--- config.mk ---
export PLATFORM = sky130hd
export DESIGN_NAME = alu_operand_stage_flat
export DESIGN_NICKNAME = d
export VERILOG_FILES = /design/src/rtl/alu_pkg.sv /design/src/rtl/alu_operand_stage_if.sv /design/src/rtl/alu_fwd_mux.sv /design/src/rtl/alu_operand_stage.sv /design/src/flat_wrapper.sv
export SDC_FILE = /design/constraint.sdc
export NUM_CORES = 1
export LEC_CHECK = 0
export CAP_MARGIN = 20
export CORE_ASPECT_RATIO = 0.9
export CORE_MARGIN = 8
export CORE_UTILIZATION = 45
export DETAILED_ROUTE_END_ITERATION = 6
export PLACE_DENSITY = 0.84
export SYNTH_ARGS = -nofsm -noshare
export SYNTH_HDL_FRONTEND = slang
export SYNTH_HIERARCHICAL = 1
export SYNTH_SLANG_ARGS = --single-unit
--- constraint.sdc ---
create_clock -name clk -period 2.2 [get_ports clk]
set_input_delay 0.44 -clock clk [delete_from_list [all_inputs] [get_ports clk]]
set_output_delay 0.44 -clock clk [all_outputs]
set_load 0.03 [all_outputs]
--- src/rtl/alu_pkg.sv ---
`default_nettype none
// ============================================================================
// Module   : alu_pkg
// Purpose  : Shared constants for the ALU operand stage: ALU operation
//            codes, operand-stage state encoding and default widths.
// Ports    : none (package)
// Options  : none
// Revision : 1.0 - initial release
// ============================================================================
package alu_pkg;

  // Default datapath widths
  localparam int DEFAULT_OPERAND_LENGTH = 32;
  localparam int DEFAULT_REG_ADDR_WIDTH = 5;

  // ALU operation codes understood by the downstream adder
  localparam logic [2:0] ALU_OP_ADD = 3'd0;
  localparam logic [2:0] ALU_OP_SUB = 3'd1;

  // Operand-stage occupancy states
  typedef logic [1:0] stage_state_t;
  localparam stage_state_t EMPTY = 2'd0;
  localparam stage_state_t ONE   = 2'd1;
  localparam stage_state_t FULL  = 2'd2;

endpackage
`default_nettype wire

--- src/rtl/alu_operand_stage_if.sv ---
`default_nettype none
// ============================================================================
// Module   : alu_operand_stage_if
// Purpose  : Bundles the decode-side handshake, the forwarding bus and the
//            ALU-side handshake of the operand stage.
// Ports    : master - environment view (decode, writeback, ALU)
//            slave  - operand-stage view
// Options  : none
// Revision : 1.0 - initial release
// ============================================================================
interface alu_operand_stage_if
  import alu_pkg::*;
#(
  parameter int OPERAND_LENGTH = DEFAULT_OPERAND_LENGTH,
  parameter int REG_ADDR_WIDTH = DEFAULT_REG_ADDR_WIDTH
);

  // Decode side
  logic                      in_valid;
  logic                      in_ready;
  logic [OPERAND_LENGTH-1:0] in_rs1_data;
  logic [OPERAND_LENGTH-1:0] in_rs2_data;
  logic [OPERAND_LENGTH-1:0] in_imm;
  logic                      in_use_imm;
  logic [REG_ADDR_WIDTH-1:0] in_rs1_addr;
  logic [REG_ADDR_WIDTH-1:0] in_rs2_addr;
  logic [REG_ADDR_WIDTH-1:0] in_rd_addr;
  logic [2:0]                in_alu_op_select;

  // Forwarding bus from the adder writeback
  logic                      fwd_valid;
  logic [REG_ADDR_WIDTH-1:0] fwd_rd_addr;
  logic [OPERAND_LENGTH-1:0] fwd_data;

  // ALU side
  logic                      out_valid;
  logic                      out_ready;
  logic [OPERAND_LENGTH-1:0] opd1;
  logic [OPERAND_LENGTH-1:0] opd2;
  logic [2:0]                alu_op_select;
  logic [REG_ADDR_WIDTH-1:0] out_rd_addr;

  modport master (
    output in_valid, in_rs1_data, in_rs2_data, in_imm, in_use_imm,
           in_rs1_addr, in_rs2_addr, in_rd_addr, in_alu_op_select,
           fwd_valid, fwd_rd_addr, fwd_data, out_ready,
    input  in_ready, out_valid, opd1, opd2, alu_op_select, out_rd_addr
  );

  modport slave (
    input  in_valid, in_rs1_data, in_rs2_data, in_imm, in_use_imm,
           in_rs1_addr, in_rs2_addr, in_rd_addr, in_alu_op_select,
           fwd_valid, fwd_rd_addr, fwd_data, out_ready,
    output in_ready, out_valid, opd1, opd2, alu_op_select, out_rd_addr
  );

endinterface
`default_nettype wire

--- src/rtl/alu_fwd_mux.sv ---
`default_nettype none
// ============================================================================
// Module   : alu_fwd_mux
// Purpose  : Forwarding select for one operand. Replaces the held value with
//            the forwarded result when the forwarding bus is valid, targets a
//            non-zero register and matches the operand's source address.
// Ports    : i_en          - operand may be forwarded (e.g. not an immediate)
//            i_addr        - source register address of the operand
//            i_fwd_valid   - forwarding bus carries a result
//            i_fwd_rd_addr - destination of the forwarded result
//            i_fwd_data    - forwarded result
//            i_held        - current operand value
//            o_data        - selected operand value
// Options  : none
// Revision : 1.0 - initial release
// ============================================================================
module alu_fwd_mux #(
  parameter int OPERAND_LENGTH = 32,
  parameter int REG_ADDR_WIDTH = 5
) (
  input  logic                      i_en,
  input  logic [REG_ADDR_WIDTH-1:0] i_addr,
  input  logic                      i_fwd_valid,
  input  logic [REG_ADDR_WIDTH-1:0] i_fwd_rd_addr,
  input  logic [OPERAND_LENGTH-1:0] i_fwd_data,
  input  logic [OPERAND_LENGTH-1:0] i_held,
  output logic [OPERAND_LENGTH-1:0] o_data
);

  logic w_hit;

  // x0 is hard-wired zero, so a result "written" to it must never propagate
  assign w_hit  = i_en && i_fwd_valid && (i_fwd_rd_addr != '0) &&
                  (i_fwd_rd_addr == i_addr);
  assign o_data = w_hit ? i_fwd_data : i_held;

endmodule
`default_nettype wire

--- src/rtl/alu_operand_stage.sv ---
`default_nettype none
// ============================================================================
// Module   : alu_operand_stage
// Purpose  : Execute-stage operand register in front of the ALU adder. Holds
//            up to two decoded instructions (main + skid) in FIFO order, picks
//            immediate or rs2 for operand 2 and optionally applies result
//            forwarding at capture and while entries are held.
// Ports    : clk   - clock, rising edge
//            rst_n - asynchronous active-low reset
//            bus   - alu_operand_stage_if.slave (decode handshake, forwarding
//                    bus, ALU handshake and operands)
// Options  : ALU_OPERAND_FWD_EN - when defined, forwarding is applied at
//            capture and held entries snoop the forwarding bus every clock.
// Revision : 1.0 - initial release
// ============================================================================
module alu_operand_stage
  import alu_pkg::*;
#(
  parameter int OPERAND_LENGTH = DEFAULT_OPERAND_LENGTH,
  parameter int REG_ADDR_WIDTH = DEFAULT_REG_ADDR_WIDTH
) (
  input logic                clk,
  input logic                rst_n,
  alu_operand_stage_if.slave bus
);

`ifdef ALU_OPERAND_FWD_EN
  localparam logic c_fwd_en = 1'b1;
`else
  localparam logic c_fwd_en = 1'b0;
`endif

  // --------------------------------------------------------------------------
  // State and handshake
  // --------------------------------------------------------------------------
  stage_state_t r_state;
  stage_state_t w_state_nxt;
  logic         r_in_ready;
  logic         w_in_fire;
  logic         w_out_fire;
  logic         w_load_main_in;
  logic         w_load_main_skid;
  logic         w_load_skid;

  // Entry storage
  logic [OPERAND_LENGTH-1:0] r_main_op1, r_main_op2, r_skid_op1, r_skid_op2;
  logic [2:0]                r_main_op, r_skid_op;
  logic [REG_ADDR_WIDTH-1:0] r_main_rd, r_skid_rd;

  // Captured operands and snooped versions of held operands
  logic [OPERAND_LENGTH-1:0] w_cap_op1, w_cap_op2, w_raw_op2;
  logic [OPERAND_LENGTH-1:0] w_main_op1_snp, w_main_op2_snp;
  logic [OPERAND_LENGTH-1:0] w_skid_op1_snp, w_skid_op2_snp;

  assign w_in_fire  = bus.in_valid && r_in_ready;
  assign w_out_fire = bus.out_valid && bus.out_ready;

  // ready is registered so out_ready never reaches in_ready combinationally
  assign bus.in_ready  = r_in_ready;
  assign bus.out_valid = (r_state != EMPTY);

  always_comb begin
    w_state_nxt      = r_state;
    w_load_main_in   = 1'b0;
    w_load_main_skid = 1'b0;
    w_load_skid      = 1'b0;
    case (r_state)
      EMPTY: begin
        if (w_in_fire) begin
          w_state_nxt    = ONE;
          w_load_main_in = 1'b1;
        end
      end
      ONE: begin
        if (w_in_fire && !w_out_fire) begin
          w_state_nxt = FULL;
          w_load_skid = 1'b1;
        end else if (!w_in_fire && w_out_fire) begin
          w_state_nxt = EMPTY;
        end else if (w_in_fire && w_out_fire) begin
          w_load_main_in = 1'b1;
        end
      end
      FULL: begin
        if (w_out_fire) begin
          w_state_nxt      = ONE;
          w_load_main_skid = 1'b1;
        end
      end
      default: w_state_nxt = EMPTY;
    endcase
  end

  always_ff @(posedge clk or negedge rst_n) begin
    if (!rst_n) begin
      r_state    <= EMPTY;
      r_in_ready <= 1'b0;
    end else begin
      r_state    <= w_state_nxt;
      r_in_ready <= (w_state_nxt != FULL);
    end
  end

  // --------------------------------------------------------------------------
  // Operand capture
  // --------------------------------------------------------------------------
  assign w_raw_op2 = bus.in_use_imm ? bus.in_imm : bus.in_rs2_data;

  alu_fwd_mux #(
    .OPERAND_LENGTH(OPERAND_LENGTH),
    .REG_ADDR_WIDTH(REG_ADDR_WIDTH)
  ) u_cap_rs1 (
    .i_en          (c_fwd_en),
    .i_addr        (bus.in_rs1_addr),
    .i_fwd_valid   (bus.fwd_valid),
    .i_fwd_rd_addr (bus.fwd_rd_addr),
    .i_fwd_data    (bus.fwd_data),
    .i_held        (bus.in_rs1_data),
    .o_data        (w_cap_op1)
  );

  // An immediate is never a register value, so it is never forwarded over
  alu_fwd_mux #(
    .OPERAND_LENGTH(OPERAND_LENGTH),
    .REG_ADDR_WIDTH(REG_ADDR_WIDTH)
  ) u_cap_rs2 (
    .i_en          (c_fwd_en && !bus.in_use_imm),
    .i_addr        (bus.in_rs2_addr),
    .i_fwd_valid   (bus.fwd_valid),
    .i_fwd_rd_addr (bus.fwd_rd_addr),
    .i_fwd_data    (bus.fwd_data),
    .i_held        (w_raw_op2),
    .o_data        (w_cap_op2)
  );

  // --------------------------------------------------------------------------
  // Held-entry snooping
  // --------------------------------------------------------------------------
`ifdef ALU_OPERAND_FWD_EN
  logic [REG_ADDR_WIDTH-1:0] r_main_rs1, r_main_rs2, r_skid_rs1, r_skid_rs2;
  logic                      r_main_use_imm, r_skid_use_imm;

  // Source addresses follow their operands through main/skid
  always_ff @(posedge clk or negedge rst_n) begin
    if (!rst_n) begin
      r_main_rs1     <= '0;
      r_main_rs2     <= '0;
      r_main_use_imm <= 1'b0;
      r_skid_rs1     <= '0;
      r_skid_rs2     <= '0;
      r_skid_use_imm <= 1'b0;
    end else begin
      if (w_load_main_in) begin
        r_main_rs1     <= bus.in_rs1_addr;
        r_main_rs2     <= bus.in_rs2_addr;
        r_main_use_imm <= bus.in_use_imm;
      end else if (w_load_main_skid) begin
        r_main_rs1     <= r_skid_rs1;
        r_main_rs2     <= r_skid_rs2;
        r_main_use_imm <= r_skid_use_imm;
      end
      if (w_load_skid) begin
        r_skid_rs1     <= bus.in_rs1_addr;
        r_skid_rs2     <= bus.in_rs2_addr;
        r_skid_use_imm <= bus.in_use_imm;
      end
    end
  end

  alu_fwd_mux #(.OPERAND_LENGTH(OPERAND_LENGTH), .REG_ADDR_WIDTH(REG_ADDR_WIDTH))
  u_snp_main_rs1 (
    .i_en(1'b1), .i_addr(r_main_rs1), .i_fwd_valid(bus.fwd_valid),
    .i_fwd_rd_addr(bus.fwd_rd_addr), .i_fwd_data(bus.fwd_data),
    .i_held(r_main_op1), .o_data(w_main_op1_snp)
  );

  alu_fwd_mux #(.OPERAND_LENGTH(OPERAND_LENGTH), .REG_ADDR_WIDTH(REG_ADDR_WIDTH))
  u_snp_main_rs2 (
    .i_en(!r_main_use_imm), .i_addr(r_main_rs2), .i_fwd_valid(bus.fwd_valid),
    .i_fwd_rd_addr(bus.fwd_rd_addr), .i_fwd_data(bus.fwd_data),
    .i_held(r_main_op2), .o_data(w_main_op2_snp)
  );

  alu_fwd_mux #(.OPERAND_LENGTH(OPERAND_LENGTH), .REG_ADDR_WIDTH(REG_ADDR_WIDTH))
  u_snp_skid_rs1 (
    .i_en(1'b1), .i_addr(r_skid_rs1), .i_fwd_valid(bus.fwd_valid),
    .i_fwd_rd_addr(bus.fwd_rd_addr), .i_fwd_data(bus.fwd_data),
    .i_held(r_skid_op1), .o_data(w_skid_op1_snp)
  );

  alu_fwd_mux #(.OPERAND_LENGTH(OPERAND_LENGTH), .REG_ADDR_WIDTH(REG_ADDR_WIDTH))
  u_snp_skid_rs2 (
    .i_en(!r_skid_use_imm), .i_addr(r_skid_rs2), .i_fwd_valid(bus.fwd_valid),
    .i_fwd_rd_addr(bus.fwd_rd_addr), .i_fwd_data(bus.fwd_data),
    .i_held(r_skid_op2), .o_data(w_skid_op2_snp)
  );
`else
  assign w_main_op1_snp = r_main_op1;
  assign w_main_op2_snp = r_main_op2;
  assign w_skid_op1_snp = r_skid_op1;
  assign w_skid_op2_snp = r_skid_op2;
`endif

  // --------------------------------------------------------------------------
  // Entry registers. Main is always the older entry; when skid drains into
  // main it carries any forward that lands in the same cycle.
  // --------------------------------------------------------------------------
  always_ff @(posedge clk or negedge rst_n) begin
    if (!rst_n) begin
      r_main_op1 <= '0;
      r_main_op2 <= '0;
      r_main_op  <= '0;
      r_main_rd  <= '0;
      r_skid_op1 <= '0;
      r_skid_op2 <= '0;
      r_skid_op  <= '0;
      r_skid_rd  <= '0;
    end else begin
      if (w_load_main_in) begin
        r_main_op1 <= w_cap_op1;
        r_main_op2 <= w_cap_op2;
        r_main_op  <= bus.in_alu_op_select;
        r_main_rd  <= bus.in_rd_addr;
      end else if (w_load_main_skid) begin
        r_main_op1 <= w_skid_op1_snp;
        r_main_op2 <= w_skid_op2_snp;
        r_main_op  <= r_skid_op;
        r_main_rd  <= r_skid_rd;
      end else begin
        r_main_op1 <= w_main_op1_snp;
        r_main_op2 <= w_main_op2_snp;
      end
      if (w_load_skid) begin
        r_skid_op1 <= w_cap_op1;
        r_skid_op2 <= w_cap_op2;
        r_skid_op  <= bus.in_alu_op_select;
        r_skid_rd  <= bus.in_rd_addr;
      end else begin
        r_skid_op1 <= w_skid_op1_snp;
        r_skid_op2 <= w_skid_op2_snp;
      end
    end
  end

  assign bus.opd1          = r_main_op1;
  assign bus.opd2          = r_main_op2;
  assign bus.alu_op_select = r_main_op;
  assign bus.out_rd_addr   = r_main_rd;

endmodule
`default_nettype wire

--- src/flat_wrapper.sv ---
// flat-port wrapper written by rule: the top's interface ports become plain ports
module alu_operand_stage_flat import alu_pkg::*;
#(
  parameter int OPERAND_LENGTH = DEFAULT_OPERAND_LENGTH,
  parameter int REG_ADDR_WIDTH = DEFAULT_REG_ADDR_WIDTH
)
  (clk, rst_n, bus_in_valid, bus_in_rs1_data, bus_in_rs2_data, bus_in_imm, bus_in_use_imm, bus_in_rs1_addr, bus_in_rs2_addr, bus_in_rd_addr, bus_in_alu_op_select, bus_fwd_valid, bus_fwd_rd_addr, bus_fwd_data, bus_out_ready, bus_in_ready, bus_out_valid, bus_opd1, bus_opd2, bus_alu_op_select, bus_out_rd_addr);
  alu_operand_stage_if #(.OPERAND_LENGTH(OPERAND_LENGTH), .REG_ADDR_WIDTH(REG_ADDR_WIDTH)) bus_i ();
  input logic clk;
  input logic rst_n;
  input wire logic [$bits(bus_i.in_valid)-1:0] bus_in_valid;
  input wire logic [$bits(bus_i.in_rs1_data)-1:0] bus_in_rs1_data;
  input wire logic [$bits(bus_i.in_rs2_data)-1:0] bus_in_rs2_data;
  input wire logic [$bits(bus_i.in_imm)-1:0] bus_in_imm;
  input wire logic [$bits(bus_i.in_use_imm)-1:0] bus_in_use_imm;
  input wire logic [$bits(bus_i.in_rs1_addr)-1:0] bus_in_rs1_addr;
  input wire logic [$bits(bus_i.in_rs2_addr)-1:0] bus_in_rs2_addr;
  input wire logic [$bits(bus_i.in_rd_addr)-1:0] bus_in_rd_addr;
  input wire logic [$bits(bus_i.in_alu_op_select)-1:0] bus_in_alu_op_select;
  input wire logic [$bits(bus_i.fwd_valid)-1:0] bus_fwd_valid;
  input wire logic [$bits(bus_i.fwd_rd_addr)-1:0] bus_fwd_rd_addr;
  input wire logic [$bits(bus_i.fwd_data)-1:0] bus_fwd_data;
  input wire logic [$bits(bus_i.out_ready)-1:0] bus_out_ready;
  output wire logic [$bits(bus_i.in_ready)-1:0] bus_in_ready;
  output wire logic [$bits(bus_i.out_valid)-1:0] bus_out_valid;
  output wire logic [$bits(bus_i.opd1)-1:0] bus_opd1;
  output wire logic [$bits(bus_i.opd2)-1:0] bus_opd2;
  output wire logic [$bits(bus_i.alu_op_select)-1:0] bus_alu_op_select;
  output wire logic [$bits(bus_i.out_rd_addr)-1:0] bus_out_rd_addr;
  assign bus_i.in_valid = bus_in_valid;
  assign bus_i.in_rs1_data = bus_in_rs1_data;
  assign bus_i.in_rs2_data = bus_in_rs2_data;
  assign bus_i.in_imm = bus_in_imm;
  assign bus_i.in_use_imm = bus_in_use_imm;
  assign bus_i.in_rs1_addr = bus_in_rs1_addr;
  assign bus_i.in_rs2_addr = bus_in_rs2_addr;
  assign bus_i.in_rd_addr = bus_in_rd_addr;
  assign bus_i.in_alu_op_select = bus_in_alu_op_select;
  assign bus_i.fwd_valid = bus_fwd_valid;
  assign bus_i.fwd_rd_addr = bus_fwd_rd_addr;
  assign bus_i.fwd_data = bus_fwd_data;
  assign bus_i.out_ready = bus_out_ready;
  assign bus_in_ready = bus_i.in_ready;
  assign bus_out_valid = bus_i.out_valid;
  assign bus_opd1 = bus_i.opd1;
  assign bus_opd2 = bus_i.opd2;
  assign bus_alu_op_select = bus_i.alu_op_select;
  assign bus_out_rd_addr = bus_i.out_rd_addr;
  alu_operand_stage #(.OPERAND_LENGTH(OPERAND_LENGTH), .REG_ADDR_WIDTH(REG_ADDR_WIDTH)) u_core (.clk(clk), .rst_n(rst_n), .bus(bus_i));
endmodule
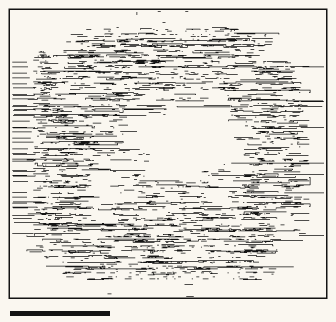
Fig. 1. Signal wires on met1 (run 1).
Scale bar: 50 um.
main direction: horizontal
longest straight run: 47.4 um
nets with wire on the layer: 823
share of all routed wire: 40%
wire length on this layer: 8,230 um

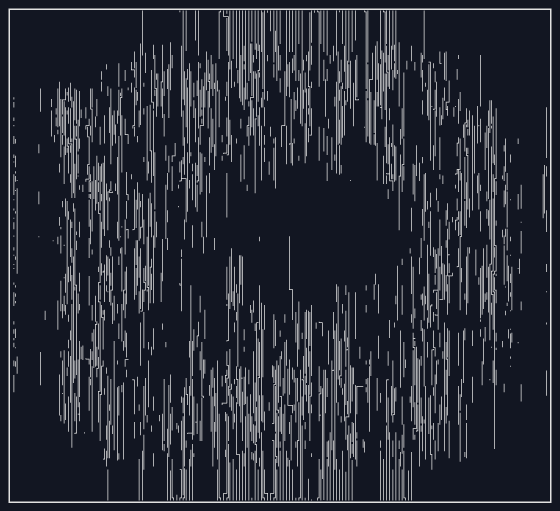
Fig. 2. Signal wires on met2 (run 1).
wire length on this layer: 10,500 um
main direction: vertical
nets with wire on the layer: 877

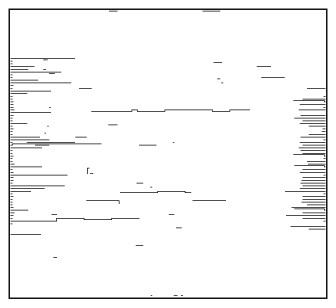
Fig. 3. Signal wires on met3 (run 1).
share of all routed wire: 6.3%
main direction: horizontal
wire length on this layer: 1,280 um
nets with wire on the layer: 130
Routed WL: 20,400 um
Vias: 5,230

==> impl_metrics.ini, run 1 <==
; synthesis and place-and-route metrics
[outcome]
status = complete, but fails checks
violations = slew limit

[die]
io_pins = 231
die_h_um = 144
fp_util = 0.453
core_area_sq_um = 18200

[clock_network]
cts_setup_buffers = 0
h-tree-depth = 4
cts_buffers = 17
cts_resized = 1

[routing]
post_drt_via_cell_ratio = 5.12
ant_nets = 0
met1_length_um = 8230
dr.pass1.iters = 4

[yosys]
ys_sh_mux = 0.487
yosys.area_share.aoi = 0.00926
yosys-stat-area_sq_um = 8240
synth_stat.cells = 529
topCellsByArea = dfrtp_1 (45%), mux2_2 (25%), mux2_4 (24%), buf_6 (1.8%), buf_4 (1.3%)
largest_area_cell = dfrtp_1
synthArstFlopShare = 1.00
synth-simple-area-share = 0.0135
synth-edff-count = 0
synth_top_area_share = 0.446
common_cells = mux2_2 (182), dfrtp_1 (147), mux2_4 (130), buf_4 (14), buf_6 (13)

[setup_path]
cp.arrival_ps = 1570
required_ps = 1760
path_class = register to output pin
critical-path-top-delay-family = flip-flops
reg2reg_from = u_core/r_state[1]$_DFF_PN0_
cp.depth = 2

[global_route]
met1_usage = 0.210
grt_use_total = 0.181
met2_usage = 0.315
grt_max_degree = 44

[job]
drv_cap = 0

[final_timing]
fin_crit_ps = 2010
worst_pin_slew_ps = 1740
final_max_slew_viol_count = 66
layout_setup_ws_ps = 188
relSlewSlack = -0.157

[power]
seq-power_w = 0.00491
p_int_w = 0.00989
power_switching_w = 0.00495
p_clk_w = 0.00305

[finish]
nNonClkInverters = 2
antenna_cells = 0
area_share_nonclk_buffers = 0.224

[hold_path]
hp-class = register to register
hold_depth = 1
min_to = u_core/r_skid_op2[22]$_DFFE_PN0P_
## run 1: through the flow
| stage | std cells | util | total power [W] | cell area [sq um] | hold WS, ps |
|---|---|---|---|---|---|
| after CTS | 1022 | 0.632 | 0.0150 | 11500 | 510 |
| final | 1022 | 0.632 | 0.0148 | 11500 | 507 |
| after global routing | 1022 | 0.632 | 0.0156 | 11500 | 521 |
| after detailed placement | 989 | 0.597 | 0.0119 | 10800 | 391 |
| after floorplan | 530 | - | 0.00924 | 8240 | 144 |
| after global placement | 989 | 0.597 | 0.0115 | 10800 | 381 |
## run 1: placed cells by master, fill, tap and decap left out, drive strengths merged, types with 3 or more instances in the layout
cell and n:
buf 20, clkdlybuf4s50 227, bufinv 4, clkbuf 18, clkinvlp 3, xor2 6
nand2 4, mux2 312, inv 7, dfrtp 147, nor2 3
Fig. 4: run 1, M4 wires
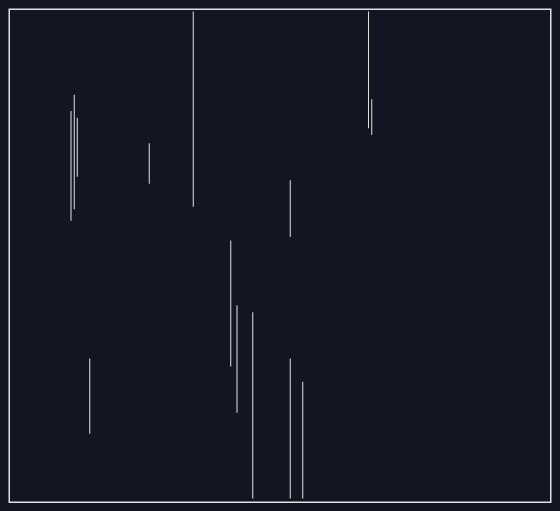

## Run 2: what changed since run 1
--- a/config.mk
+++ b/config.mk
@@ -10,6 +10,7 @@
 export CORE_MARGIN = 8
 export CORE_UTILIZATION = 45
 export DETAILED_ROUTE_END_ITERATION = 6
+export MAX_ROUTING_LAYER = met4
 export PLACE_DENSITY = 0.84
 export SYNTH_ARGS = -nofsm -noshare
 export SYNTH_HDL_FRONTEND = slang
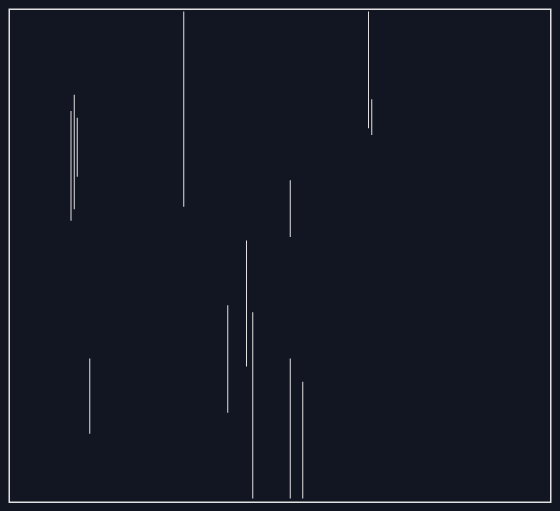
Fig. 5. M4 wires (run 2).
share of all routed wire: 2.1%
longest straight run: 57.1 um
wire length on this layer: 419 um

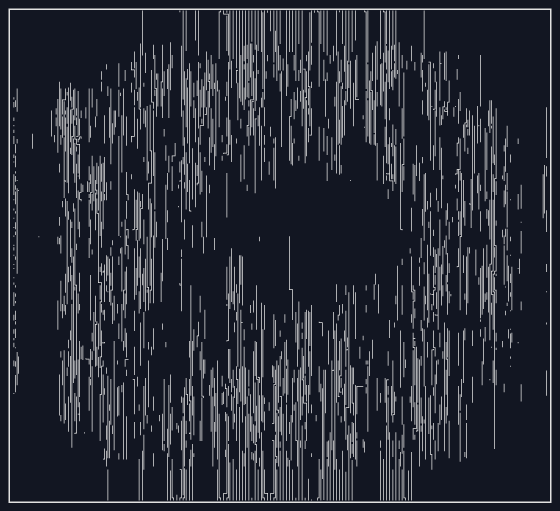
Fig. 6. Signal wires on met2 (run 2).
longest straight run: 46.1 um
wire length on this layer: 10,500 um
share of all routed wire: 51%
main direction: vertical
nets with wire on the layer: 877

==> run 2 against run 1 <==
Critical endpoint unchanged; largest cell class unchanged; largest power group unchanged; final area unchanged; the flow still finishes with violations (slew limit); clock skew up 1.2 ps; flip-flop count stayed put; critical path depth unchanged; non-clock buffer count is the same; utilization is the same.
==> impl_metrics.ini, run 2 <==
; synthesis and place-and-route metrics
[outcome]
status = complete, but fails checks
violations = slew limit

[routing]
post_drt_via_cell_ratio = 5.12
ant_nets = 0
wl_met3_um = 1070
dr.pass1.iters = 4
drc = 0
met1_length_um = 8430
wl_um = 20400
num_vias = 5233
wl_met2_um = 10500
wl_per_cell_um = 20.0

[hold_path]
hold_depth = 1
hp-class = register to register
min_to = u_core/r_skid_op2[17]$_DFFE_PN0P_

[placed_design]
placedCellCount = 989
place_area_sq_um = 10800
hpwl_um = 15000
numPortBuffers = 230

[final_timing]
final_max_slew_viol_count = 66
relSlewSlack = -0.158
hold_viol = 0
fin_crit_ps = 2020
fin_crit_sh = 0.918
layout_setup_ws_ps = 180
holdWs_ps = 506
worst_pin_slew_ps = 1740

[die]
core_area_sq_um = 18200
die-area_sq_um = 22900
rows = 47
fp_util = 0.453
io_pins = 231
die_h_um = 144

[global_route]
met3_usage = 0.0427
grt_use_total = 0.186
grt_max_degree = 44
met2_usage = 0.315
grt-ovfl-total = 0
met1_usage = 0.214

[yosys]
yosys-stat-area_sq_um = 8240
netlist_instances = 529
postSynthSeqShare = 0.446
synth_stat.cells = 529
common_cells = mux2_2 (182), dfrtp_1 (147), mux2_4 (130), buf_4 (14), buf_6 (13)
synth_top_area_share = 0.446
topCellsByArea = dfrtp_1 (45%), mux2_2 (25%), mux2_4 (24%), buf_6 (1.8%), buf_4 (1.3%)
synth-edff-count = 0
synthArstFlopShare = 1.00
ys_ff = 147
most_common_cell = mux2_2
largest_area_cell = dfrtp_1

[finish]
fin_nets = 921
antenna_cells = 0
lay_top_cells = clkdlybuf4s50_1 (227), mux2_2 (182), dfrtp_1 (147), mux2_4 (130), clkbuf_16 (17)
final_core_util = 0.632
final_layout_size_suffix_gt1_frac = 0.477
fin_area_sq_um = 11500
finalNonFillerCells = 1022
area_delta_synth_final_pct = 39.3
lay_top_count = clkdlybuf4s50_1

[setup_path]
cp.depth = 2
cp.arrival_ps = 1580
path_buffers = 1
required_ps = 1760
reg2reg_depth = 5
path_class = register to output pin
reg2reg_to = u_core/bus.opd1[13]$_DFFE_PN0P_
crit_chain = or2_2 > dlygate4sd2_1
critPathLaunch = u_core/r_state[1]$_DFF_PN0_
reg2reg_from = u_core/r_state[1]$_DFF_PN0_
critical-path-top-delay-family = flip-flops

[clock_network]
cts_resized = 1
cts_buffers = 17
h-tree-depth = 4
cts_setup_buffers = 0

[power]
irDropWorstVdd_mv = 0.776
power_density_nw_per_um2 = 1290
fin_total_pwr_w = 0.0148

[job]
drv_cap = 0
[run 2: power breakdown]
part / internal, W / switching [W] / total, W
combinational: 0.00389 / 0.00299 / 0.00687
sequential: 0.00408 / 0.000826 / 0.00491
clock: 0.00192 / 0.00114 / 0.00305
[run 2: cells by family after synthesis]
group / Yosys count / synth area share
other cells: 1 / 0.000455
xor+xnor: 8 / 0.00850
flops: 147 / 0.446
simple gates: 18 / 0.0135
compound gates: 6 / 0.00926
buf+inv: 36 / 0.0351
mux: 313 / 0.487
[run 2: final cells by class]
cell class | instances | area (sq um)
Clock inverter | 14 | 200
Fill cell | 1288 | 6690
Sequential cell | 147 | 3680
Inverter | 2 | 7.51
Tap cell | 245 | 307
Clock buffer | 18 | 429
Multi-Input combinational cell | 347 | 4290
Timing Repair Buffer | 249 | 2570
No activity file was given, so power comes from the tool's default toggle rates.
